**src/rtl/jk_bank_arbiter.sv**
```systemverilog
// jk_bank_arbiter: round-robin arbiter that applies one JK command per clock
// to a shared bank of WIDTH JK state bits.
//
// Optional feature macro: JK_TOGGLE_CNT_EN
//   When defined, a 16-bit saturating counter (tgl_cnt) counts applied
//   in-range J=1/K=1 (toggle) commands. When undefined, the port and
//   counter do not exist.
//
// Handshake: a requester raises req[i] with a stable payload (j_in[i],
// k_in[i], idx_in slice i) and holds it until gnt[i] is seen high. gnt[i]
// is a one-cycle registered pulse in the cycle after the command was
// applied. While gnt[i] is high the requester is masked, so it may drop
// req or present a fresh command without risk of a double apply.
module jk_bank_arbiter #(
  parameter int NREQ  = 4,
  parameter int WIDTH = 8,
  parameter int IDXW  = 3
) (
  input  logic                 clk,
  input  logic                 clr,
  input  logic                 pr,
  input  logic [NREQ-1:0]      req,
  input  logic [NREQ-1:0]      j_in,
  input  logic [NREQ-1:0]      k_in,
  input  logic [NREQ*IDXW-1:0] idx_in,
  output logic [NREQ-1:0]      gnt,
  output logic [WIDTH-1:0]     Q,
  output logic [WIDTH-1:0]     Qbar,
  output logic                 busy,
  output logic                 err
`ifdef JK_TOGGLE_CNT_EN
  ,
  output logic [15:0]          tgl_cnt
`endif
);

  localparam int PTRW = (NREQ > 1) ? $clog2(NREQ) : 1;
  localparam logic [IDXW:0] BANK_BITS = (IDXW+1)'(WIDTH);
  localparam logic [PTRW-1:0] LAST_REQ = PTRW'(NREQ - 1);

  // Round-robin pointer: search for the next winner starts here.
  logic [PTRW-1:0]  ptr;
  logic [PTRW-1:0]  ptr_next;

  logic [NREQ-1:0]  elig;
  logic             win_found;
  logic [PTRW-1:0]  win_idx;
  logic [NREQ-1:0]  win_onehot;
  logic [IDXW-1:0]  win_b;
  logic             win_j;
  logic             win_k;
  logic             win_in_range;
  logic             win_toggle;
  logic [WIDTH-1:0] next_q;
  int               cand;
  logic [PTRW-1:0]  cand_p;

  // A requester granted last cycle sits out one cycle so a slow req drop
  // cannot cause its command to be applied twice.
  assign elig = req & ~gnt;
  assign busy = |elig;

  // Qbar is purely derived, so it can never disagree with Q.
  assign Qbar = ~Q;

  // Circular priority search from ptr upward, wrapping at NREQ-1.
  always_comb begin
    win_found = 1'b0;
    win_idx   = '0;
    cand      = 0;
    cand_p    = '0;
    for (int s = 0; s < NREQ; s++) begin
      cand = int'(ptr) + s;
      if (cand >= NREQ) begin
        cand = cand - NREQ;
      end
      cand_p = PTRW'(cand);
      if (!win_found && elig[cand_p]) begin
        win_found = 1'b1;
        win_idx   = cand_p;
      end
    end
  end

  // Select the winner's payload and derive its one-hot grant and next pointer.
  always_comb begin
    win_b = '0;
    win_j = 1'b0;
    win_k = 1'b0;
    for (int i = 0; i < NREQ; i++) begin
      if (win_idx == PTRW'(i)) begin
        win_b = idx_in[i*IDXW +: IDXW];
        win_j = j_in[i];
        win_k = k_in[i];
      end
    end
    win_onehot   = NREQ'(1) << win_idx;
    ptr_next     = (win_idx == LAST_REQ) ? '0 : (win_idx + PTRW'(1));
    win_in_range = ({1'b0, win_b} < BANK_BITS);
    win_toggle   = win_found & win_in_range & win_j & win_k;
  end

  // Next bank value: only the addressed bit may change, per JK truth table.
  always_comb begin
    next_q = Q;
    for (int i = 0; i < WIDTH; i++) begin
      if (win_found && win_in_range && (win_b == IDXW'(i))) begin
        case ({win_j, win_k})
          2'b01:   next_q[i] = 1'b0;
          2'b10:   next_q[i] = 1'b1;
          2'b11:   next_q[i] = ~Q[i];
          default: next_q[i] = Q[i];
        endcase
      end
    end
  end

  // Bank, grant, error pulse and pointer; clr beats pr beats arbitration.
  always_ff @(posedge clk) begin
    if (clr) begin
      Q   <= '0;
      gnt <= '0;
      err <= 1'b0;
      ptr <= '0;
    end else if (pr) begin
      Q   <= '1;
      gnt <= '0;
      err <= 1'b0;
    end else if (win_found) begin
      Q   <= next_q;
      gnt <= win_onehot;
      err <= ~win_in_range;
      ptr <= ptr_next;
    end else begin
      gnt <= '0;
      err <= 1'b0;
    end
  end

`ifdef JK_TOGGLE_CNT_EN
  // Saturating count of applied toggles; preset does not touch it.
  always_ff @(posedge clk) begin
    if (clr) begin
      tgl_cnt <= '0;
    end else if (!pr && win_toggle && (tgl_cnt != 16'hFFFF)) begin
      tgl_cnt <= tgl_cnt + 16'd1;
    end
  end
`endif

endmodule
```
**config.mk**
```make
export PLATFORM = sky130hd
export DESIGN_NAME = jk_bank_arbiter
export DESIGN_NICKNAME = d
export VERILOG_FILES = /design/src/rtl/jk_bank_arbiter.sv
export SDC_FILE = /design/constraint.sdc
export NUM_CORES = 1
export LEC_CHECK = 0
export CAP_MARGIN = 0
export CORE_ASPECT_RATIO = 1.5
export CORE_MARGIN = 2
export CORE_UTILIZATION = 37
export DETAILED_ROUTE_END_ITERATION = 10
export PLACE_DENSITY = 0.77
export REMOVE_ABC_BUFFERS = 1
export SYNTH_ARGS = -nofsm -noshare
export SYNTH_HDL_FRONTEND = slang
export SYNTH_SLANG_ARGS = --single-unit
```
**constraint.sdc**
```tcl
create_clock -name clk -period 3.8 [get_ports clk]
set_input_delay 0.95 -clock clk [delete_from_list [all_inputs] [get_ports clk]]
set_output_delay 0.95 -clock clk [all_outputs]
set_load 0.05 [all_outputs]
```
Run 1, met1 routing:
The bar under the picture is 10 um long. Cells faint in the background.
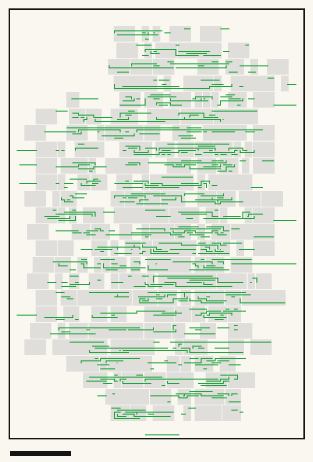
wire length on this layer: 1,360 um
share of all routed wire: 38%
main direction: horizontal
nets with wire on the layer: 198

Run 1, the metal 2 layer:
The bar under the picture is 10 um long. Cells faint in the background.
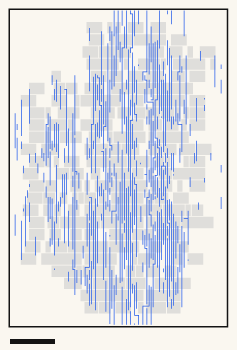
main direction: vertical
nets with wire on the layer: 214
wire length on this layer: 1,950 um
share of all routed wire: 55%
longest straight run: 28.9 um

Run 1, M3 wires:
The bar under the picture is 10 um long. Cells faint in the background.
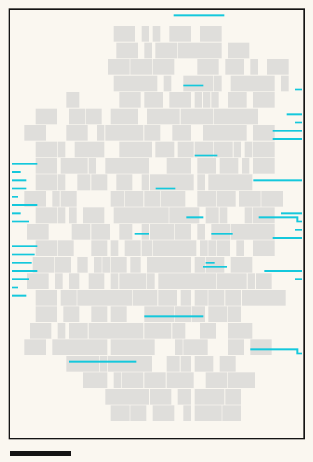
nets with wire on the layer: 34
main direction: horizontal
wire length on this layer: 140 um

run 1: power by group:
group,internal [mW],switching (mW)
Sequential,0.165,0.0155
Combinational,0.242,0.342
Clock,0.0922,0.0624
run 1: synthesized netlist by cell type, types with 2 or more instances:
cell type	instances	share of area [%]
nand2_1	20	6.9
a311oi_1	14	11
dfxtp_1	14	26
inv_1	14	4.8
nor2_1	9	3.1
a21oi_1	7	3.2
ha_1	6	6.9
nand2b_1	5	2.9
nand3b_1	4	2.7
nor2_2	4	2.3
o21ai_0	4	1.8
a41oi_1	2	1.6
and2_1	2	1.1
clkbuf_1	2	0.69
nor2b_1	2	1.1
nor4b_1	2	1.6
o211a_1	2	1.8
o211ai_1	2	1.4
run 1: registers in the layout, indices dropped and copies added (netlist names):
register	count
Q	8
ptr	2
gnt	4
run 1: final cells by class:
class                   count  area, sq um
clock buffers               4         55.1
repair buffers             66          624
inverters                  14         52.6
fillers                   242          933
flip-flops and latches     14          280
well taps                  39         48.8
multi-input cells         102          858
run 1: critical path: cells and delay by family:
family,cells,cell delay (ns)
and+or+nand+nor,7,1.41
AOI/OAI and AO/OA,6,0.79
adders and majority gates,2,0.33
buffers and inverters,2,0.23
run 1: through the flow:
| stage | util (%) | worst slack [ns] |
|---|---|---|
| 6_report | 67.3 | 0.218 |
| 5_1_grt | 67.3 | 0.0963 |
| 4_1_cts | 63.1 | 0.00225 |
| 3_5_place_dp | 59.7 | -0.460 |
| 3_3_place_gp | 59.7 | -0.346 |
| 2_1_floorplan | - | -0.0158 |
run 1: repair_timing:
action / in CTS / in global routing
gates resized: 11 / 24
cloned: 0 / 0
pin swaps: 9 / 11
hold endpoints to repair: 0 / 0
buffers inserted: 1 / 1
setup endpoints to repair: 8 / 8
run 1: placed cells by master (no fill, tap or decap), types with 5 or more instances in the layout:
cell and instances:
nor2_1 6, clkdlybuf4s50_1 42, a311oi_1 12, inv_1 12
nand2_1 20, dfxtp_1 14, buf_4 19, nand2b_1 5
run 1: kinds of logic (layout without fill, tap and decap cells):
group                    count (synthesis)  in the layout
flip-flops                              14             14
other                                    1              1
AND/OR/NAND/NOR                         53             53
AND-OR/OR-AND                           42             42
buffers and inverters                   20             84
adder cells (fa/ha/maj)                  6              6
run 1: routing by layer:
layer,routed length [um],vias to the layer above
met5,0,-
met4,105,0
met3,139,9
met2,1950,42
met1,1360,615
li1,-,620
run 1: final timing paths:
path,slack (ns),to
worst max-delay path,0.22,Q[4]
worst max register to register,0.61,Q[4]
worst min-delay path,0.58,Q[3]
worst min register to register,0.58,Q[3]
==> impl_metrics.py, run 1 <==
# Generated from Yosys and OpenROAD reports
metrics = {
    "hold_path": {
        "min-delay-start": "Q[3]",
    },
    "placed_design": {
        "dpl_cell_area_sq_um": 1700,
        "dp.cells": 233,
    },
    "logic_synthesis": {
        "ff_type": "dfxtp_1",
        "ys_ff": 14,
        "ys_sh_mux_pct": 0,
        "synth-edff-count": 0,
        "avgSynthCellArea_sq_um": 8.04,
        "syn_area_sq_um": 1090,
        "ys_chip_area_sq_um": 1090,
    },
    "worst_setup_path": {
        "reg2reg_from": "ptr[1]",
        "arrival_ns": 3.71,
        "path_class": "input port to flop",
        "cp-start-kind": "input port",
        "path_cells": "dlymetal6s2s_1 -> and3b_1 -> o21ai_0 -> a31oi_1 -> nor2_4 -> inv_2 -> ha_4 -> nand3b_1 -> a21oi_2 -> a21oi_2 -> nor2_1 -> a21o_1 -> ha_4 -> nor2_2 -> or4_4 -> nor2_4 -> a311oi_2",
        "required_ns": 3.92,
        "max_stage_delay_ns": 0.52,
    },
    "pwr": {
        "power.total_uw": 919,
        "power_density_nw_per_um2": 479,
    },
    "sta": {
        "min_period_ns": 3.58,
        "maxSlewViolCount": 0,
        "tightest_slew_ns": 0.544,
        "min_period_over_period_pct": 94.3,
        "timing.hold.ws_ns": 0.576,
        "fmax_ghz": 0.279,
        "setup_viol": 0,
    },
    "drt": {
        "vias": 1286,
        "vias_per_cell": 5.38,
        "wl_per_cell_um": 14.9,
    },
    "global_routing": {
        "grt_util_met1_pct": 20.1,
        "use_met3_pct": 2.74,
        "grt_use_total_pct": 19.8,
        "busiest_layer": "met2",
    },
    "clock_network": {
        "worstSkewPairLatency_ns": 0.26,
        "clock-root-buffer": "clkbuf_8",
    },
    "flow_run": {
        "cap_violations": 0,
    },
    "layout": {
        "finalNetCount": 234,
        "drive_above_1_share_pct": 28.0,
    },
    "run_status": {
        "status": "completed",
    },
    "floorplan": {
        "die_area_sq_um": 3420,
    },
}
==> run 2: changes to the inputs <==
--- a/config.mk
+++ b/config.mk
@@ -8,10 +8,11 @@
 export CAP_MARGIN = 0
 export CORE_ASPECT_RATIO = 1.5
 export CORE_MARGIN = 2
-export CORE_UTILIZATION = 37
+export CORE_UTILIZATION = 30
 export DETAILED_ROUTE_END_ITERATION = 10
-export PLACE_DENSITY = 0.77
+export PLACE_DENSITY = 0.65
 export REMOVE_ABC_BUFFERS = 1
+export SKIP_CTS_REPAIR_TIMING = 1
 export SYNTH_ARGS = -nofsm -noshare
 export SYNTH_HDL_FRONTEND = slang
 export SYNTH_SLANG_ARGS = --single-unit
Run 2, routing congestion map:
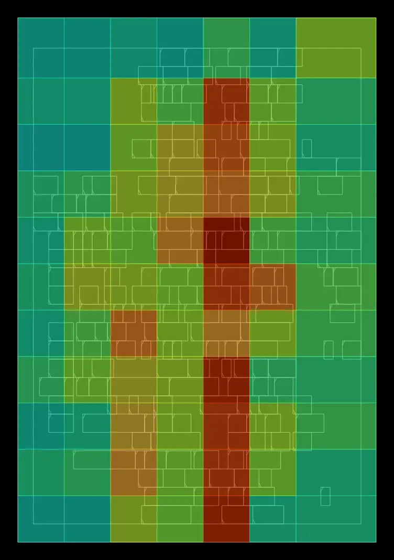
met3 Use GR: 1.15%
Core Util, Final: 54.8%
Routed WL per cell: 13.3 um

==> run 2 against run 1 <==
Global-route usage down 4.0 points. Highest routed layer unchanged. Critical path depth unchanged. Die size up 22%. Final cell count up 0.84%. Synthesized area unchanged. Sequential cell count unchanged. Critical endpoint is now Q[7]. Design area down 1.5%. First-iteration DRC count down 36%.
==> impl_metrics.py, run 2 <==
# Generated from Yosys and OpenROAD reports
metrics = {
    "worst_setup_path": {
        "regToRegSetupSlack_ns": 0.57,
        "required_ns": 3.91,
        "reg2reg_from": "gnt[0]",
        "cp_top_family": "simple AND/OR/NAND/NOR gates",
        "path_cells": "clkbuf_2 -> and3b_2 -> o21ai_2 -> a31oi_1 -> nor2_2 -> inv_2 -> ha_4 -> nand3b_1 -> a21oi_2 -> a21oi_2 -> nor2_1 -> a21o_1 -> ha_2 -> nor2_2 -> or4_4 -> nor2_4 -> a311oi_2",
        "path_class": "input port to flop",
    },
    "floorplan": {
        "die_area_sq_um": 4150,
    },
    "clock_network": {
        "worstSkewPairLatency_ns": 0.25,
    },
    "sta": {
        "tightest_slew_ns": 0.563,
    },
    "pwr": {
        "p_sw_share_pct": 44.7,
        "pwr-share-seq_pct": 20.3,
        "clockPowerShare_pct": 16.4,
    },
    "layout": {
        "largest_register_ffs": 8,
        "largestRegisters": "Q: 8 flops, gnt: 4 flops, ptr: 2 flops",
        "drive_above_1_share_pct": 28.1,
        "final_cell_mix": "clkdlybuf4s50_1, nand2_1, buf_4",
    },
    "run_status": {
        "status": "completed",
    },
    "logic_synthesis": {
        "yosys.area.top_type": "dfxtp_1",
        "top_cells_by_area": "dfxtp_1, a311oi_1, ha_1",
        "ff_type": "dfxtp_1",
        "ys_top_cells_by_count": "nand2_1, a311oi_1, dfxtp_1, inv_1, nor2_1",
        "ys_chip_area_sq_um": 1090,
        "synth_top_area_share_pct": 25.6,
    },
    "flow_run": {
        "cap_violations": 0,
    },
    "drt": {
        "vias": 1261,
        "vias_per_cell": 5.23,
    },
    "hold_path": {
        "hold_end": "ptr[1]",
    },
}
Run 2, the metal 2 layer:
The bar under the picture is 20 um long. Cells faint in the background.
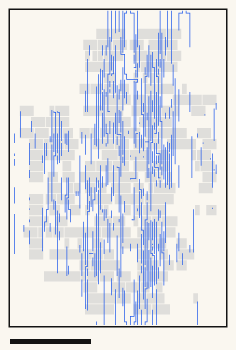
longest straight run: 23.1 um
share of all routed wire: 55%
wire length on this layer: 1,760 um
main direction: vertical

==> run 2: cell counts after synthesis <==
Identical to the previous run, type by type.
==> run 2: power groups by stage <==
stage | sequential (mW) | clock (mW) | combinational [mW]
2_1_floorplan | 0.233 | 0 | 0.270
3_3_place_gp | 0.182 | 0 | 0.503
3_5_place_dp | 0.182 | 0 | 0.508
4_1_cts | 0.179 | 0.146 | 0.511
5_1_grt | 0.183 | 0.154 | 0.602
6_report | 0.181 | 0.146 | 0.563
==> run 2: per-layer routing <==
layer / routed length [um] / vias up / GRT usage, %
met2: 1760 / 36 / 28.4
met4: 48 / 0 / 6.15
met5: 0 / - / 0
li1: - / 622 / -
met3: 114 / 4 / 1.15
met1: 1290 / 599 / 18.5
==> run 2: cell families after synthesis <==
logic type	Yosys count	synth area share, %
AND-OR/OR-AND	42	32.5
other	1	0.343
AND/OR/NAND/NOR	53	26.7
buffers and inverters	20	8.01
flip-flops	14	25.6
adder cells (fa/ha/maj)	6	6.86
==> run 2: worst reg2reg max path: cells and delay by family, from the launching register on <==
| family | cells | cell delay, ns |
|---|---|---|
| compound gates | 6 | 0.68 |
| fa+ha+maj | 2 | 0.49 |
| buf+inv | 1 | 0.11 |
| flops | 1 | 0.37 |
| simple gates | 7 | 1.44 |
==> run 2: layout make-up <==
type	count	area, sq um	share of cell area [%]
multi-input combinational	102	845	44.7
sequential	14	280	14.8
inverter	14	52.6	2.78
tap	42	52.6	2.78
clock buffer	4	55.1	2.91
timing repair buffer	65	606	32.0
==> run 2: per-stage QoR <==
| stage | hold slack [ns] | setup WS (ns) | area (sq um) | instances | power (mW) |
|---|---|---|---|---|---|
| finish | 0.546 | 0.167 | 1890 | 241 | 0.889 |
| CTS | 0.529 | -0.221 | 1760 | 240 | 0.836 |
| global placement | 0.521 | -0.416 | 1710 | 236 | 0.684 |
| global route | 0.595 | -0.0208 | 1890 | 241 | 0.939 |
| floorplan | 0.487 | -0.0158 | 1060 | 130 | 0.502 |
| detailed placement | 0.520 | -0.473 | 1710 | 236 | 0.691 |
==> run 2: worst max-delay path by stage <==
stage | startpoint | to | slack (ns) | cells past startpoint
detailed placement | req[0] | Q[7] | -0.47 | 14
finish | req[0] | Q[7] | 0.17 | 17
global route | req[0] | Q[4] | -0.02 | 17
global placement | req[3] | Q[6] | -0.42 | 15
CTS | req[3] | Q[7] | -0.22 | 15
floorplan | req[3] | Q[6] | -0.02 | 13
No activity file was given, so power comes from the tool's default toggle rates.
